$ cat src/rtl/led_bank_pkg.sv
// Shared constants for the LED bank controller: mode encoding and address-width helper.
// Latency: n/a (package only).
// Backpressure: n/a.
package led_bank_pkg;

    localparam logic [1:0] MODE_STATIC = 2'd0;
    localparam logic [1:0] MODE_BLINK  = 2'd1;
    localparam logic [1:0] MODE_PWM    = 2'd2;
    localparam logic [1:0] MODE_CHASE  = 2'd3;

    // Channel-index width; a single channel still gets a 1-bit address.
    function automatic int addr_width(input int n);
        return (n > 1) ? $clog2(n) : 1;
    endfunction

endpackage

$ cat src/rtl/led_prescaler.sv
// Free-running divider: emits a one-cycle tick every PRESCALE clk cycles.
// Latency: tick is registered, high the cycle after the counter reaches PRESCALE-1.
// Backpressure: none; runs continuously.
// Ports: clk, rstn (sync active-low), tick (one-cycle pulse).
module led_prescaler #(
    parameter int PRESCALE = 6_000_000
) (
    input  logic clk,
    input  logic rstn,
    output logic tick
);

    localparam int CW = (PRESCALE > 1) ? $clog2(PRESCALE) : 1;

    logic [CW-1:0] cnt;

    always_ff @(posedge clk) begin
        if (!rstn) begin
            cnt  <= '0;
            tick <= 1'b0;
        end else begin
            tick <= (cnt == CW'(PRESCALE - 1));
            if (cnt == CW'(PRESCALE - 1)) begin
                cnt <= '0;
            end else begin
                cnt <= cnt + CW'(1);
            end
        end
    end

endmodule

$ cat src/rtl/led_bank_ctrl.sv
// N-channel LED driver: static, blink, per-channel PWM and one-hot chase modes.
// Latency: one clk from any input change to the leds pins (registered output).
// Backpressure: none; duty writes are always accepted, out-of-range addresses dropped.
// Ports: clk, rstn (sync active-low), enable, mode, pattern, wr_en/wr_addr/wr_data
//        (duty-register write port), tick (prescaler pulse), leds (pin level).
module led_bank_ctrl
    import led_bank_pkg::*;
#(
    parameter int                N_LEDS      = 5,
    parameter int                PWM_BITS    = 8,
    parameter int                PRESCALE    = 6_000_000,
    parameter logic [N_LEDS-1:0] INVERT_MASK = '0
) (
    input  logic                              clk,
    input  logic                              rstn,
    input  logic                              enable,
    input  logic [1:0]                        mode,
    input  logic [N_LEDS-1:0]                 pattern,
    input  logic                              wr_en,
    input  logic [addr_width(N_LEDS)-1:0]     wr_addr,
    input  logic [PWM_BITS-1:0]               wr_data,
    output logic                              tick,
    output logic [N_LEDS-1:0]                 leds
);

    localparam int AW = addr_width(N_LEDS);

    logic [PWM_BITS-1:0] pwm_cnt;
    logic [PWM_BITS-1:0] duty [N_LEDS];
    logic                phase;
    logic [AW-1:0]       chase_pos;
    logic [1:0]          mode_q;
    logic                mode_chg;
    logic                phase_eff;
    logic [AW-1:0]       chase_eff;
    logic [N_LEDS-1:0]   on;

    led_prescaler #(
        .PRESCALE (PRESCALE)
    ) u_prescaler (
        .clk  (clk),
        .rstn (rstn),
        .tick (tick)
    );

    // On the mode-change cycle itself the phase/chase registers still hold
    // stale values; forcing them to zero here makes a new BLINK show its
    // on-phase and a new CHASE show channel 0 right away.
    assign mode_chg  = (mode != mode_q);
    assign phase_eff = mode_chg ? 1'b0 : phase;
    assign chase_eff = mode_chg ? '0   : chase_pos;

    always_comb begin
        on = '0;
        case (mode)
            MODE_STATIC: on = pattern;
            MODE_BLINK:  on = phase_eff ? '0 : pattern;
            MODE_PWM: begin
                for (int i = 0; i < N_LEDS; i++) begin
                    on[i] = (pwm_cnt < duty[i]);
                end
            end
            MODE_CHASE: begin
                for (int i = 0; i < N_LEDS; i++) begin
                    on[i] = (chase_eff == AW'(i));
                end
            end
            default: on = '0;
        endcase
        if (!enable) begin
            on = '0;
        end
    end

    always_ff @(posedge clk) begin
        if (!rstn) begin
            pwm_cnt   <= '0;
            phase     <= 1'b0;
            chase_pos <= '0;
            mode_q    <= MODE_STATIC;
            leds      <= INVERT_MASK;
            for (int i = 0; i < N_LEDS; i++) begin
                duty[i] <= '0;
            end
        end else begin
            pwm_cnt <= pwm_cnt + PWM_BITS'(1);
            mode_q  <= mode;

            // Mode change outranks a coincident tick.
            if (mode_chg) begin
                phase     <= 1'b0;
                chase_pos <= '0;
            end else if (tick) begin
                phase     <= ~phase;
                chase_pos <= (chase_pos == AW'(N_LEDS - 1)) ? '0 : chase_pos + AW'(1);
            end

            // Addresses >= N_LEDS match no channel and are dropped.
            for (int i = 0; i < N_LEDS; i++) begin
                if (wr_en && (wr_addr == AW'(i))) begin
                    duty[i] <= wr_data;
                end
            end

            leds <= on ^ INVERT_MASK;
        end
    end

endmodule

$ cat config.mk
export PLATFORM = sky130hd
export DESIGN_NAME = led_bank_ctrl
export DESIGN_NICKNAME = d
export VERILOG_FILES = /design/src/rtl/led_bank_pkg.sv /design/src/rtl/led_prescaler.sv /design/src/rtl/led_bank_ctrl.sv
export SDC_FILE = /design/constraint.sdc
export NUM_CORES = 1
export LEC_CHECK = 0
export CORE_ASPECT_RATIO = 1.1
export CORE_UTILIZATION = 53
export CTS_CLUSTER_DIAMETER = 150
export CTS_CLUSTER_SIZE = 14
export DETAILED_ROUTE_END_ITERATION = 7
export PLACE_DENSITY = 0.76
export SYNTH_ARGS = -nofsm -noshare
export SYNTH_HDL_FRONTEND = slang
export SYNTH_SLANG_ARGS = --single-unit
$ cat constraint.sdc
create_clock -name clk -period 1.57 [get_ports clk]
set_clock_uncertainty 0.15 [all_clocks]
set_input_delay 0.157 -clock clk [delete_from_list [all_inputs] [get_ports clk]]
set_output_delay 0.157 -clock clk [all_outputs]
set_load 0.1 [all_outputs]
Figure 1. Sequential cells colored by netlist name (run 1).
Scale bar: 20 microns. Other sequential cells in the stronger gray, the rest of the logic in the fainter gray.
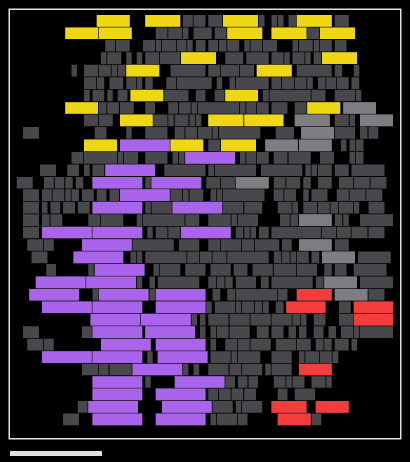
| name in the netlist | color | flops |
|---|---|---|
| duty | purple | 40 |
| pwm_cnt | red | 8 |
| u_prescaler.cnt | yellow | 23 |
Seq/total area: 39.3%
Final Util: 72.1%
P_seq: 2.43 mW
area taken by flip-flops and latches: 2090 sq um

Figure 2. Ports around the boundary (run 1).
Pins as bars across the die edge, other pins in gray.
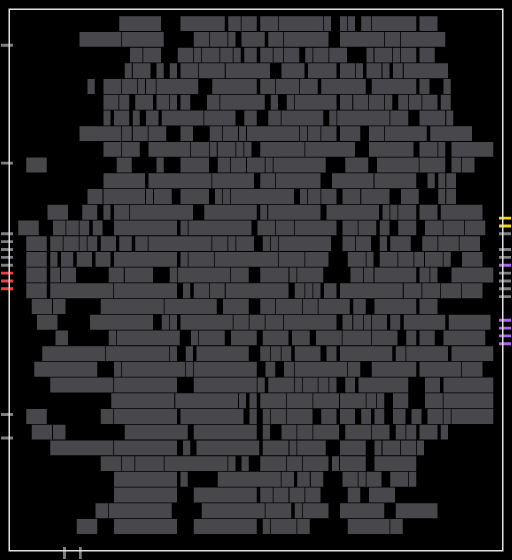
| port | color | pins | direction | edge |
|---|---|---|---|---|
| wr_addr | red | 3 | input | left |
| mode | yellow | 2 | input | right |
| leds | purple | 5 | output | right |
all pins by edge: 14 right, 12 left, 2 bottom
Die Wd: 85.2 microns
IO Port Bufs: 27
Die Y-Extent: 93.5 microns

Figure 3. Clock routing (run 1).
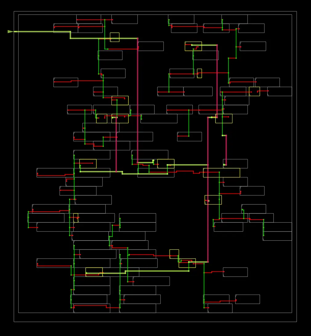
CTS Sinks: 83
Flop Count: 83

==> impl_metrics.csv, run 1 <==
group,metric,value,unit
status,outcome,"complete, but fails checks",
status,violations,"setup timing",
sta,tightest_slew,0.433,ns
synth,ys_cells,376,
sta,rsz0062_at_grt,"true",
clock_network,cts_buffers,9,
sta,max_freq,614,MHz
placed_design,dp_cells,532,
synth,ys_seq_share,51.1,%
global_route,grt_pass1_wl,14500,microns
die,num_rows,33,
sta,tns,-0.386,ns
setup_path,cp-start-kind,"register",
power_and_ir_drop,ir_drop,554,uV
setup_path,crit_required,1.70,ns
clock_network,clock_path_buffers,2,
hold_path,hold_path_class,"in -> reg",
routing,vias,3014,
setup_path,ff2ff_path_depth,6,
die,chip_area,7960,sq um
setup_path,end_kind,"register",
global_route,grt_max_degree,21,
routing,via_per_inst,5.47,
setup_path,timing.rr.start,"pwm_cnt[4]$_SDFF_PN0_",
hold_path,hold_start,"pattern[2]",
clock_network,tritoncts,"built",
cells_and_area,logic_area,2040,sq um
sta,maxSlewViolCount,0,
cells_and_area,drive_gt1_share,26.9,%
synth,synthesis.area,4030,sq um
sta,period_minus_slack,1.63,ns
placed_design,place.gp.congestion,0.868,
setup_path,crit_buf_inv,1,
global_route,grt_antenna_before_repair,0,
die,initCoreUtil,54.6,%
setup_path,critPathKind,"reg -> reg",
cells_and_area,layout.nets,520,
setup_path,cp_slowest_cell,"dfxtp_2",
synth,ys.flops,83,
power_and_ir_drop,power_density,839,nW/um^2
sta,finalCritPeriodShare,104,%
setup_path,rrSetupSlack,-0.06,ns
routing,first_pass_iters,4,
synth,synthCells,376,
routing,avgRoutedWirePerCell,16.0,microns
synth,yosysChipArea,4030,sq um
cells_and_area,syn_to_final_growth,32.2,%
setup_path,cp_cell_sequence,"buf_4 > ha_1 > nand4_1 > o21ai_0 > or3_1 > o22ai_1",
job,warnings,29,
global_route,overflow,0,
die,core_area,7390,sq um
setup_path,cp_top_family,"simple AND/OR/NAND/NOR gates",
cells_and_area,diodes,0,
sta,maxSlewHeadroom,70.8,%
synth,ys_types,38,
sta,fin_ws,-0.0577,ns
hold_path,worstHoldEndpoint,"leds[2]$_SDFF_PN0_",
setup_path,cp_max_fo,5,
cells_and_area,fill_cells,480,
routing,postRouteAntennaNets,0,
routing,drtIter0Drc,198,
clock_network,clockRootBuffer,"clkbuf_8",
global_route,track_usage,24.0,%
sta,hold_viol_final,0,
synth,fp_nets,437,
cells_and_area,layout_top_cells,"44 x buf_4, 40 x edfxtp_1, 35 x nor2_1, 34 x inv_1",
power_and_ir_drop,power_leakage,2.27,nW
synth,synth.avg_cell_area,10.7,sq um
placed_design,dp_hpwl,6060,microns
clock_network,clk_latency,0.36,ns
cells_and_area,finalNonFillerCells,551,
placed_design,post-place-ws,-0.190,ns
cells_and_area,layout_top_cell,"buf_4",
routing,wirelength,8810,microns
synth,yosysWarningCount,0,
setup_path,arrival,1.76,ns
job,cap_violations,0,
die,io_pins,28,
setup_path,r2r_end,"leds[3]$_SDFF_PN0_",
routing,drc,0,
setup_path,slowest_delay,0.37,ns
clock_network,cts_htree_levels,3,
sta,setup_viol,23,
clock_network,cts.clk_slew.worst_paths,0.08,ns
hold_path,min_path_cells,3,
global_route,grt_pass1_vias,3104,
==> run 1: cell type report <==
| cell class | instances | share of cell area (%) |
|---|---|---|
| flip-flops and latches | 83 | 39.3 |
| repair buffers | 76 | 13.8 |
| well taps | 87 | 2.04 |
| inverters | 41 | 2.89 |
| clock buffers | 10 | 2.39 |
| clock inverters | 6 | 1.24 |
| multi-input cells | 248 | 38.3 |
==> run 1: how the worst max path moves through the flow <==
stage	from	slack (ns)	cells past startpoint	endpoint
after global routing	duty[0][21]$_DFFE_PP_	-0.16	7	leds[2]$_SDFF_PN0_
after CTS	u_prescaler.cnt[10]$_SDFF_PP0_	-0.02	6	u_prescaler.cnt[22]$_SDFF_PP0_
final	pwm_cnt[4]$_SDFF_PN0_	-0.06	6	leds[3]$_SDFF_PN0_
after detailed placement	rstn	-0.19	6	leds[4]$_SDFF_PN0_
after global placement	rstn	-0.16	6	leds[4]$_SDFF_PN0_
after floorplan	u_prescaler.cnt[0]$_SDFF_PP0_	0.02	6	u_prescaler.cnt[14]$_SDFF_PP0_
==> run 1: what timing repair did <==
item	CTS	global route
gates resized	51	13
hold endpoints to repair	0	0
hold buffers	0	0
setup buffers	2	1
endpoints found under the setup margin	26	26
pin swaps	20	6
==> run 1: cells by family after synthesis <==
| family | Yosys count | share of synthesized area, % |
|---|---|---|
| fa+ha+maj | 39 | 12.1 |
| flops | 83 | 51.1 |
| compound gates | 55 | 8.75 |
| simple gates | 124 | 17.2 |
| mux | 1 | 0.248 |
| xor+xnor | 29 | 6.30 |
| buf+inv | 45 | 4.25 |
==> run 1: Yosys cell counts (all sizes together) <==
library cell	instances	area, sq um
edfxtp	40	1200
and2	11	68.8
inv	40	150
and4	6	52.6
xnor2	14	123
xor2	15	131
nor4b	3	26.3
nand2	15	56.3
nand4b	1	8.76
o21ai	18	90.1
o311ai	1	8.76
or3	2	12.5
nand3	16	80.1
a211oi	8	60.1
mux2i	1	10.0
nor2b	2	12.5
or3b	1	11.3
nor4	4	46.3
a21o	13	97.6
nand2b	9	56.3
a41oi	1	8.76
buf	2	10.0
a21oi	8	40.0
clkbuf	2	7.51
a32oi	3	26.3
clkinv	1	3.75
dfxtp	43	861
nand4	6	52.6
o22ai	1	6.26
nor2	40	160
ha	39	488
and3	8	50.1
o31ai	2	15.0
==> run 1: registers in the layout, summed over array words and instances (netlist names) <==
signal            flops
u_prescaler.tick      1
leds                  5
u_prescaler.cnt      23
mode_q                2
duty                 40
pwm_cnt               8
chase_pos             3
phase                 1
==> run 1: power by group <==
group          total (mW)  switching, mW  internal (mW)
clock                1.51          0.774          0.735
sequential           2.43         0.0572           2.37
combinational       0.535          0.283          0.252
==> run 1: stage by stage <==
step	hold slack [ns]	instance area [sq um]	power [mW]
3_5_place_dp	0.303	4840	2.96
5_1_grt	0.334	5330	4.64
3_3_place_gp	0.280	4840	2.94
2_1_floorplan	0.129	4050	2.72
4_1_cts	0.309	5270	4.47
6_report	0.314	5330	4.47
==> run 1: layer usage <==
layer | vias up | track usage, % | wire, microns
met5 | - | 0 | 0
met4 | 0 | 11.3 | 252
met3 | 26 | 5.56 | 389
met2 | 83 | 39.4 | 4250
met1 | 1417 | 29.9 | 3920
li1 | 1488 | - | -
Figure 4. Selected gate families (run 1).
Scale bar: 20 microns.
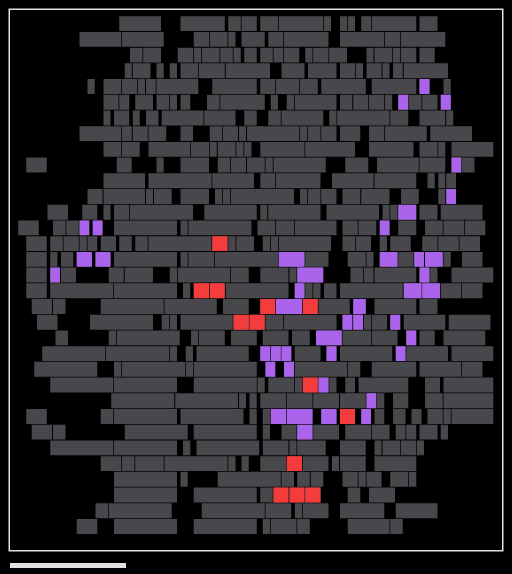

## Run 2: what changed since run 1
TNS_END_PERCENT = 50   (was default)
Figure 5. Selected gate families (run 2).
Scale bar: 20 microns.
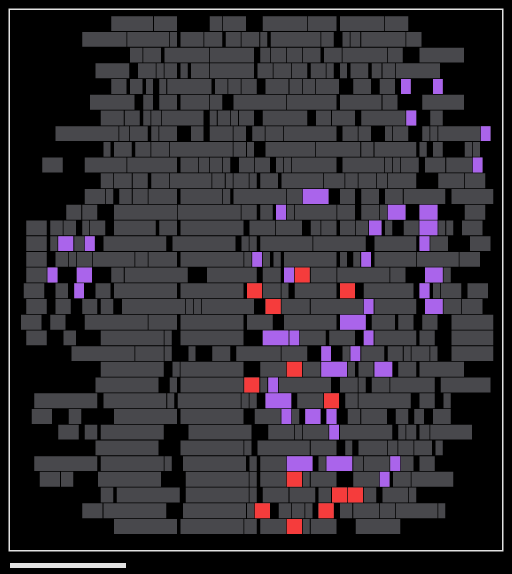
| family | color | cells |
|---|---|---|
| non-inverting ao/oa cells | red | 13 |
| aoi and oai cells | purple | 42 |
Finished Layout Cells: 558
Top cell excl fill/tap: buf_4

==> run 2 against run 1 <==
  * The flow still finishes with violations (setup timing)
  * Via count increased by 6.5%
  * Critical path type unchanged
  * First-iteration DRC count up 11%
  * Global-route usage increased by 0.14 points
  * Clock-buffer cell count shrank 1
  * Register-to-register slack worse by 0.12 ns
  * Sequential share of layout area decreased by 0.95 points
  * Cell count is 1.3% higher
==> impl_metrics.csv, run 2 <==
group,metric,value,unit
global_route,grt_pass1_vias,3029,
synth,largest_area_cell,"edfxtp_1",
routing,vias,3209,
sta,maxSlewHeadroom,76.4,%
job,cap_violations,0,
synth,ys.flops,83,
cells_and_area,fill_cells,454,
setup_path,arrival,1.85,ns
cells_and_area,largest_reg_flops,40,
synth,ys_seq_share,51.1,%
die,chip_area,7960,sq um
sta,rsz0062_at_grt,"true",
cells_and_area,design_area,5490,sq um
cells_and_area,diodes,0,
setup_path,slowest_delay,0.38,ns
cells_and_area,layout.nets,527,
placed_design,io_buffers,27,
synth,top_area_share,29.8,%
cells_and_area,layout_top_cells,"46 x buf_4, 40 x edfxtp_1, 34 x inv_1, 28 x nor2_1, 27 x ha_1",
sta,hold_viol_final,0,
synth,most_common_cell,"dfxtp_1",
sta,max_freq,572,MHz
synth,synth.avg_cell_area,10.7,sq um
placed_design,dp_cells,530,
sta,maxSlewViolCount,0,
cells_and_area,reg_top3,"duty x40, u_prescaler.cnt x23, pwm_cnt x8",
global_route,track_usage,24.1,%
clock_network,cts.clk_slew.worst_paths,0.10,ns
sta,fin_ws,-0.179,ns
setup_path,cp-start-kind,"register",
clock_network,hold_buffers,0,
global_route,grt_antenna_before_repair,0,
routing,wirelength,10200,microns
routing,drc,0,
synth,edf_count,40,
setup_path,cp_cell_sequence,"nand2_1 > nor4_1 > nand4_1 > nand2_4 > clkbuf_16 > nor2_2",
power_and_ir_drop,power_density,834,nW/um^2
sta,tightest_slew,0.351,ns
synth,async_flop_share,0,%
global_route,overflow,0,
status,violations,"setup timing",
placed_design,dp_hpwl,6270,microns
synth,yosysWarningCount,0,
die,io_pins,28,
power_and_ir_drop,ir_drop,592,uV
global_route,grt_max_degree,21,
setup_path,critPathKind,"reg -> reg",
cells_and_area,syn_to_final_growth,36.1,%
hold_path,hold_path_class,"in -> reg",
synth,ys_cells,376,
routing,via_per_inst,5.75,
clock_network,clock_path_buffers,2,
sta,finalCritPeriodShare,111,%
routing,first_pass_iters,5,
synth,ys_top_cells_by_count,"43 x dfxtp_1, 40 x edfxtp_1, 40 x inv_1",
synth,synthesis.area,4030,sq um
synth,synthCells,376,
clock_network,tritoncts,"built",
synth,yosysChipArea,4030,sq um
die,num_rows,33,
die,core_area,7390,sq um
power_and_ir_drop,power_leakage,2.33,nW
global_route,grt_pass1_wl,14300,microns
clock_network,numClockSinks,83,
die,die_y,93.5,microns
synth,fp_nets,437,
setup_path,cp_slowest_cell,"dfxtp_1",
synth,yosys-top-cells-area,"edfxtp_1 30%, dfxtp_1 21%, ha_1 12%",
sta,worst_hold_slack,0.308,ns
clock_network,cts_htree_levels,3,
synth,ys.flop_type,"dfxtp_1",
die,dieWidth,85.2,microns
cells_and_area,drive_gt1_share,31.6,%
routing,postRouteAntennaNets,0,
routing,drtIter0Drc,219,
die,initCoreUtil,54.6,%
setup_path,cp_max_fo,5,
routing,avgRoutedWirePerCell,18.3,microns
synth,ys_types,38,
setup_path,end_kind,"register",
clock_network,clockRootBuffer,"clkbuf_8",
job,warnings,30,
cells_and_area,top_register,"duty",
placed_design,postPlaceCellArea,4820,sq um
setup_path,crit_required,1.67,ns
sta,setup_viol,27,
placed_design,place.gp.congestion,0.856,
sta,period_minus_slack,1.75,ns
status,outcome,"complete, but fails checks",
placed_design,post-place-ws,-0.183,ns
Figure 6. Clock routing (run 2).
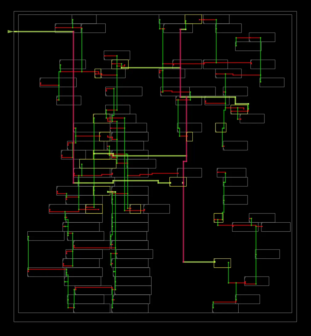
Clock Latency Late Sink: 0.37 ns
Num CTS Buffers: 9
CLK BUF: 9

==> run 2: per-stage QoR <==
step	utilization, %	TNS, ns	power [mW]
floorplan	-	-0.0436	2.72
detailed placement	65.2	-12.02	2.97
finish	74.3	-3.47	4.58
global route	74.3	-4.58	4.72
CTS	71.3	-0.0501	4.52
global placement	65.2	-9.99	2.95
==> run 2: final cells by class <==
cell class                      count  area (sq um)  area share, %
Clock buffer                        9           124           2.26
Clock inverter                      7          73.8           1.35
Inverter                           41           154           2.80
Multi-Input combinational cell    248          2090           38.1
Sequential cell                    83          2100           38.3
Tap cell                           87           109           1.98
Timing Repair Buffer               83           833           15.2
==> run 2: cell families (layout without fill, tap and decap cells) <==
| family | after synthesis | in the layout | synth area share [%] |
|---|---|---|---|
| mux | 1 | 1 | 0.248 |
| buf+inv | 45 | 140 | 4.25 |
| flops | 83 | 83 | 51.1 |
| xor+xnor | 29 | 29 | 6.30 |
| simple gates | 124 | 124 | 17.2 |
| fa+ha+maj | 39 | 39 | 12.1 |
| compound gates | 55 | 55 | 8.75 |
==> run 2: report_power, final <==
part	switching (mW)	leakage, nW	internal, mW
Combinational	0.298	1.49	0.272
Sequential	0.0675	0.749	2.37
Clock	0.824	0.0927	0.743
==> run 2: critical path: cells and delay by family, from the launching register on <==
kind	cells	cell delay [ns]
flip-flops	1	0.38
buffers and inverters	1	0.17
AND/OR/NAND/NOR	5	0.93
==> run 2: path summary, 6_finish.rpt <==
path                                       start                        endpoint  slack (ns)  depth (start not counted)
setup reg to reg  u_prescaler.cnt[19]$_SDFF_PP0_  u_prescaler.cnt[10]$_SDFF_PP0_       -0.18                          6
hold reg to reg    u_prescaler.cnt[0]$_SDFF_PP0_   u_prescaler.cnt[0]$_SDFF_PP0_        0.31                          1
setup / recovery  u_prescaler.cnt[19]$_SDFF_PP0_  u_prescaler.cnt[10]$_SDFF_PP0_       -0.18                          6
hold / removal                        pattern[4]              leds[4]$_SDFF_PN0_        0.31                          3
==> run 2: timing repair <==
item	in CTS	in global routing
pin swaps	18	13
gates resized	54	33
buffers inserted	4	5
gates cloned	0	3
setup endpoints to repair	26	26
==> run 2: routing by layer <==
layer	GRT usage (%)	share of wire [%]	vias to the layer above	routed length (microns)
met2	39.4	48	135	4850
met5	0	0	-	0
met1	29.9	43	1536	4370
li1	-	-	1503	-
met3	5.47	6.0	35	609
met4	12.4	3.7	0	376
Power is estimated from default activity; no workload was simulated.
